## config.mk

```make
export PLATFORM = sky130hd
export DESIGN_NAME = id_scroll_ctrl
export DESIGN_NICKNAME = d
export VERILOG_FILES = /design/src/rtl/id_scroll_ctrl.sv
export SDC_FILE = /design/constraint.sdc
export NUM_CORES = 1
export LEC_CHECK = 0
export ABC_CLOCK_PERIOD_IN_PS = 4800
export CORE_ASPECT_RATIO = 0.5
export CORE_UTILIZATION = 51
export CTS_CLUSTER_DIAMETER = 30
export DETAILED_ROUTE_END_ITERATION = 6
export PLACE_DENSITY_LB_ADDON = 0.25
export SLEW_MARGIN = 30
export SYNTH_ARGS = -nofsm -noshare
export SYNTH_HDL_FRONTEND = slang
export SYNTH_HIERARCHICAL = 1
export SYNTH_SLANG_ARGS = --single-unit
```

## constraint.sdc

```tcl
create_clock -name clk -period 4.8 [get_ports clk]
set_input_delay 0.96 -clock clk [delete_from_list [all_inputs] [get_ports clk]]
set_output_delay 0.96 -clock clk [all_outputs]
set_load 0.03 [all_outputs]
```

## src/rtl/id_scroll_ctrl.sv

```systemverilog
// ---------------------------------------------------------------------------
// id_scroll_ctrl / seven_segment
//
// Scroll controller for the student-ID display. An 8-digit ID is latched and a
// 4-digit window walks through it (followed by four blank positions) on a
// programmable prescaler tick, driving four active-low seven-segment displays.
//
// Ports (id_scroll_ctrl):
//   clk        system clock, all state changes on its rising edge
//   rst_n      asynchronous active-low reset
//   id_in      ID digits, [31:28] is the first (leftmost) digit
//   load       capture id_in, rewind to position 0, enter SHOW
//   clear      blank the display and return to IDLE (ID is kept)
//   run        1 lets the prescaler count and the window step
//   dir        0 steps forward, 1 steps backward
//   hex3..hex0 active-low segments, hex3 is the leftmost display
//   pos        current window start index, 0..11
//   active     1 while in SHOW
//
// Ports (seven_segment):
//   digit      4-bit hex value
//   seg        active-low segments {g,f,e,d,c,b,a}
// ---------------------------------------------------------------------------

module seven_segment (
  input  logic [3:0] digit,
  output logic [6:0] seg
);

  always_comb begin
    seg = 7'h7f;
    case (digit)
      4'h0: seg = 7'h40;
      4'h1: seg = 7'h79;
      4'h2: seg = 7'h24;
      4'h3: seg = 7'h30;
      4'h4: seg = 7'h19;
      4'h5: seg = 7'h12;
      4'h6: seg = 7'h02;
      4'h7: seg = 7'h78;
      4'h8: seg = 7'h00;
      4'h9: seg = 7'h10;
      4'hA: seg = 7'h08;
      4'hB: seg = 7'h03;
      4'hC: seg = 7'h46;
      4'hD: seg = 7'h21;
      4'hE: seg = 7'h06;
      4'hF: seg = 7'h0e;
      default: seg = 7'h7f;
    endcase
  end

endmodule

module id_scroll_ctrl #(
  parameter int STEP_DIV = 25_000_000
) (
  input  logic        clk,
  input  logic        rst_n,
  input  logic [31:0] id_in,
  input  logic        load,
  input  logic        clear,
  input  logic        run,
  input  logic        dir,
  output logic [6:0]  hex3,
  output logic [6:0]  hex2,
  output logic [6:0]  hex1,
  output logic [6:0]  hex0,
  output logic [3:0]  pos,
  output logic        active
);

  localparam int PW = (STEP_DIV > 1) ? $clog2(STEP_DIV) : 1;
  localparam logic [PW-1:0] LAST = PW'(STEP_DIV - 1);

  typedef enum logic {IDLE, SHOW} state_t;

  state_t         state, state_next;
  logic [3:0]     pos_q, pos_next;
  logic [PW-1:0]  presc, presc_next;
  logic [31:0]    id_reg, id_next;
  logic [3:0]     pos_step;

  always_ff @(posedge clk or negedge rst_n) begin
    if (!rst_n) begin
      state  <= IDLE;
      pos_q  <= 4'd0;
      presc  <= '0;
      id_reg <= 32'd0;
    end else begin
      state  <= state_next;
      pos_q  <= pos_next;
      presc  <= presc_next;
      id_reg <= id_next;
    end
  end

  // Next window position for one step, wrapping inside 0..11 in either direction.
  always_comb begin
    pos_step = 4'd0;
    if (dir) begin
      pos_step = (pos_q == 4'd0) ? 4'd11 : pos_q - 4'd1;
    end else begin
      pos_step = (pos_q == 4'd11) ? 4'd0 : pos_q + 4'd1;
    end
  end

  // clear beats load, and load beats a step: a load on a tick cycle rewinds
  // the window and restarts the prescaler instead of stepping.
  always_comb begin
    state_next = state;
    pos_next   = pos_q;
    presc_next = presc;
    id_next    = id_reg;
    case (state)
      IDLE: begin
        pos_next   = 4'd0;
        presc_next = '0;
        if (!clear && load) begin
          id_next    = id_in;
          state_next = SHOW;
        end
      end
      SHOW: begin
        if (clear) begin
          state_next = IDLE;
          pos_next   = 4'd0;
          presc_next = '0;
        end else if (load) begin
          id_next    = id_in;
          pos_next   = 4'd0;
          presc_next = '0;
        end else if (run) begin
          if (presc == LAST) begin
            presc_next = '0;
            pos_next   = pos_step;
          end else begin
            presc_next = presc + PW'(1);
          end
        end
      end
      default: begin
        state_next = IDLE;
        pos_next   = 4'd0;
        presc_next = '0;
      end
    endcase
  end

  assign pos    = pos_q;
  assign active = (state == SHOW);

  logic [6:0] win_seg [4];

  // Each display g shows character (pos+g) mod 12. Indices 8..11 are the
  // blank tail, and everything is blank outside SHOW.
  for (genvar g = 0; g < 4; g++) begin : g_win
    logic [4:0]  sum;
    logic [3:0]  idx;
    logic [31:0] shifted;
    logic [6:0]  dec_seg;

    always_comb begin
      sum = {1'b0, pos_q} + 5'(g);
      if (sum >= 5'd12) begin
        sum = sum - 5'd12;
      end
      idx     = sum[3:0];
      shifted = id_reg << {idx[2:0], 2'b00};
    end

    seven_segment u_dec (
      .digit (shifted[31:28]),
      .seg   (dec_seg)
    );

    assign win_seg[g] = (active && !idx[3]) ? dec_seg : 7'h7f;
  end

  assign hex3 = win_seg[0];
  assign hex2 = win_seg[1];
  assign hex1 = win_seg[2];
  assign hex0 = win_seg[3];

endmodule

```

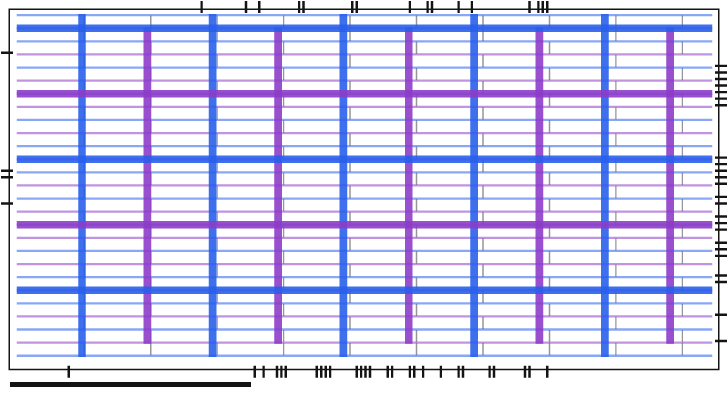
**Above:** PDN straps and rails.
Bar = 50 µm. Pins as bars on the die edge. Tap cells in grey.
Purple stands for VDD. Blue stands for VSS.
27 met1 rails follow the rows. 5 straps on met5.

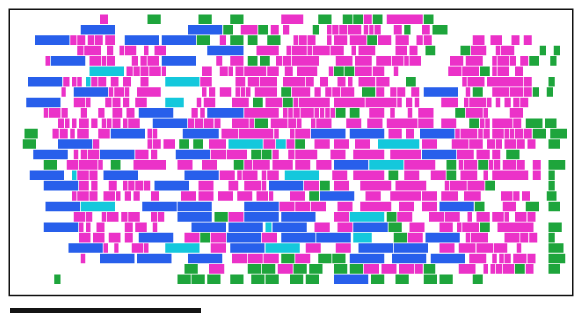
**Above:** cells coloured by class.
Bar = 50 µm.
Blue stands for flip-flops, cells 62, share of their area 24%. Magenta stands for all other logic, cells 450, share of their area 57%. Cyan stands for clock drivers and dummy loads, cells 16, share of their area 4.6%. Green stands for other buffers and delay cells, cells 110, share of their area 14%.
final cell area excluding filler cells: 6730 µm²
sequential portion of the cell area: 23.1%
FP Rows: 26

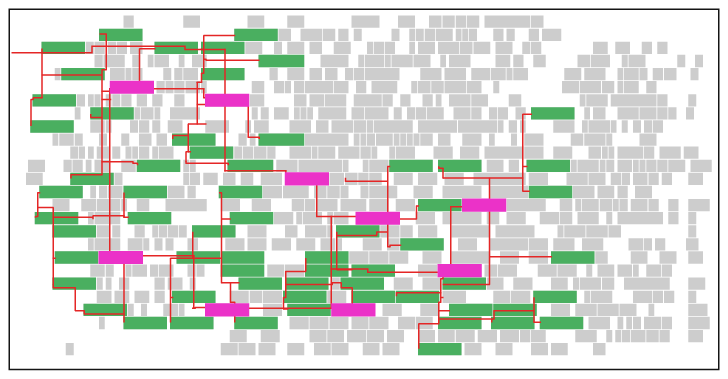
**Above:** clock wires, drivers and flops.
Green stands for flip-flops, count 62. Red stands for clock wires, length 863 µm. Magenta stands for cells driving clock nets, count 9.
Position of the flops: spread over the die. There are 10 routed clock nets.
clock power share: 35.4%
P_clk: 655 µW
clock skew: 6.20 ps
clk_lat worst skew: 330 ps

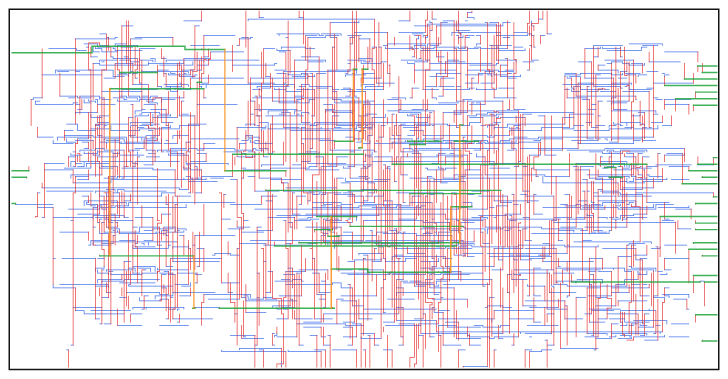
**Above:** routed metal, one colour a layer.
Orange stands for met4, wire length 159 µm. Blue stands for met1, wire length 5570 µm. Red stands for met2, wire length 5800 µm. Green stands for met3, wire length 590 µm.

==> deck_impl_summary.md <==
Implementation Results

Outcome
  – Run status: finished, final reports clean

Floorplanning
  – Core Area: 10200 µm²
  – # IOs: 71
  – Die Height: 74.5 µm
  – Init Core Util: 52.5%
  – Die Wd: 147 µm
  – Die ar.: 11000 µm²

Route
  – Total number of vias: 4271
  – Residual DRC: 0
  – Wire per inst: 15.6 µm
  – Pre-antenna DRT Iters: 4
  – Antenna violation net count after detailed routing: 0
  – Vias per inst: 5.49
  – Initial DRC Count: 185
  – Drt total wl: 12100 µm

Clock network
  – CTS buffer count: 9
  – Clock Tree Buf Depth: 2
  – Root buffer cell: clkbuf_16
  – CTS tree: built
  – Hold buffer count at cts: 0
  – Clock Sinks: 62
  – CTS H-tree depth: 3
  – Clock transition at path regs: 50 ps

Worst setup path
  – RR Startpoint: presc[7]$_DFFE_PN0P_
  – Crit Path Max Fanout: 7
  – CP Capture Type: output pin
  – Crit start category: register
  – CP Data Arrival Time: 3760 ps
  – Reg2Reg Depth: 5
  – R2R Setup Slk: 2700 ps
  – Critical R2R Capture: presc[14]$_DFFE_PN0P_
  – CP Data Required Time: 3840 ps
  – Critical path class: register to output pin

Synth
  – XOR/XNOR share of the synthesized area: 3.59%
  – Synth warn: 6
  – EDFF count, synth: 0
  – FA/HA/MAJ Cells, Area Fraction: 10.3%
  – Seq/Total Area, Yosys: 28.9%
  – Distinct lib cells: 55
  – Chip Area, Yosys: 5360 µm²
  – Post-Syn Area per Cell: 9.95 µm²
  – Most common reg cell: dfrtp_1
  – Mapped cell area: 5360 µm²
  – Largest logic family: multiplexers
  – Mapped Cells: 539
  – Mux area share: 25.3%
  – Simple share: 18.9%
  – # Cells Yosys: 539
  – Post-synthesis async set-or-reset flop share: 100%
  – Synthesized Nets: 621
  – AO/OA Area Share: 8.49%
  – Post-synth regs: 62

Final timing
  – Minimum clock period: 4720 ps
  – Final Hold Fails: 0
  – Max Clock Freq: 212 MHz
  – Least-Margin Pin Slew: 747 ps
  – TNS Setup: 0 ps
  – Rel. slew slack: 49.7%
  – Hold slack: 522 ps
  – Unrepaired setup endpoints after global routing: true
  – Slew Viols, Final: 0
  – Endpoints failing setup: 0
  – Final critical-path share of the clock period: 98.3%

Min path
  – Hold WC Path Type: register to register
  – Hold path depth: 1
  – WHS Endpoint: id_reg[26]$_DFFE_PN0P_
  – Min-delay src: id_reg[26]$_DFFE_PN0P_

GRT
  – Largest net degree at the start of global routing: 39
  – Vias in the first global route: 4143
  – First-pass GRT wire length: 20100 µm
  – Initial antenna violation count: 0
  – Remaining global-route overflow: 0
  – All-Layer GR Usage: 23.6%

Finish
  – Proportion of layout cells with a drive suffix above 1: 33.1%
  – Most numerous logic cell after layout: mux2_2
  – NumNets Final: 715
  – # diodes: 0
  – Top cells excl fill/tap: mux2_2, dfrtp_1, nor2_1
  – Max reg flops: 32
  – Synth-to-Final Area Change: 25.5%
  – Final core occ: 65.9%
  – Final Non-Filler Cells: 778

Flow run
  – OpenROAD warnings: 60
  – Max-cap violations: 0

Placement
  – Placed insts: 752
  – Gp weighted congestion: 0.857
  – Port-buffer cells: 70
  – Hpwl dp: 8970 µm

Power
  – Leak: 0.00292 µW
  – Cell Pwr Density: 275 nW/µm²
  – Peak VDD IR: 0.168 mV
  – Final Power: 1850 µW
[metal layers]
metal / vias up / part of all wire, % / routed length (µm) / global-route usage (%)
li1: 2111 / - / - / -
met1: 2066 / 46 / 5570 / 30.5
met2: 77 / 48 / 5800 / 41.0
met3: 17 / 4.9 / 590 / 4.54
met4: 0 / 1.3 / 159 / 7.22
met5: - / 0 / 0 / 0
[power by group]
group          leakage [µW]  switching [µW]  internal, µW
registers          0.000788            33.2           565
logic               0.00198             298           299
clock network      0.000146             226           429
total               0.00292             557          1290
[metrics by stage]
| step | instance area (µm²) | setup slack [ps] |
|---|---|---|
| after floorplan | 5370 | 15.9 |
| after global placement | 6290 | 16.7 |
| after detailed placement | 6290 | -152 |
| after CTS | 6630 | 7.99 |
| after global routing | 6730 | -88.1 |
| final | 6730 | 80.7 |
[synth_stat cells, types with 4 or more instances]
library cell  count  area share [%]
o21ai_0          21             2.0
buf_2             8            0.75
mux2i_1          21             3.9
or2_2            21             2.4
and2_1            4            0.47
a21oi_1          19             1.8
nor2b_1          10             1.2
nand4_1           6            0.70
buf_6             4            0.84
mux4_1            4             2.0
nor2_1           57             4.0
inv_1            21             1.5
or3_1             5            0.58
nand2_1          23             1.6
a22o_1            9             1.5
clkbuf_1          8            0.56
xor2_1           17             2.8
nand3_1          19             1.8
mux2_2           67              14
and3_1            5            0.58
nand2b_1         13             1.5
ha_1             44              10
xnor2_1           5            0.82
a311oi_1          5            0.82
a32o_1            4            0.75
buf_1             4            0.28
mux4_2           12             5.0
dfrtp_1          62              29
[cell families (layout without fill, tap and decap cells)]
family	Yosys count	count (layout)
AND-OR/OR-AND	71	71
XOR/XNOR	22	22
adder cells (fa/ha/maj)	44	44
buffers and inverters	49	148
flip-flops	62	62
multiplexers	105	105
AND/OR/NAND/NOR	186	186
[final cells by class]
class,count,area (µm²)
Clock buffer,13,260
Sequential cell,62,1560
Tap cell,140,175
Multi-Input combinational cell,428,3680
Timing Repair Buffer,110,932
Clock inverter,3,42.5
Fill cell,846,3490
Inverter,22,85.1
[worst max-delay path, stage by stage, from the launching register on]
cell and delay [ps]:
dfrtp_2 460, inv_4 130, ha_2 320, ha_1 200
a22o_1 250, o21ai_2 140, o21ai_2 100, mux4_2 310
inv_1 110, ha_1 290, inv_1 50, mux4_1 470
or2_2 300, clkdlybuf4s15_2 280
[how the worst max path moves through the flow]
| stage | slack [ps] | endpoint | from | cells after the start |
|---|---|---|---|---|
| floorplan | 20 | hex0[3] | pos[1]$_DFFE_PN0P_ | 16 |
| global placement | 20 | hex1[3] | pos[1]$_DFFE_PN0P_ | 12 |
| detailed placement | -150 | hex1[3] | pos[1]$_DFFE_PN0P_ | 12 |
| CTS | 8 | hex2[3] | pos[2]$_DFFE_PN0P_ | 14 |
| global route | -90 | hex1[3] | pos[1]$_DFFE_PN0P_ | 13 |
| finish | 80 | hex1[3] | pos[1]$_DFFE_PN0P_ | 13 |
[what timing repair did]
action | CTS | global route
gates resized | 36 | 46
endpoints found under the setup margin | 24 | 22
buffers inserted | 0 | 10
pin swaps | 0 | 3
Power and IR drop assume default switching activity.
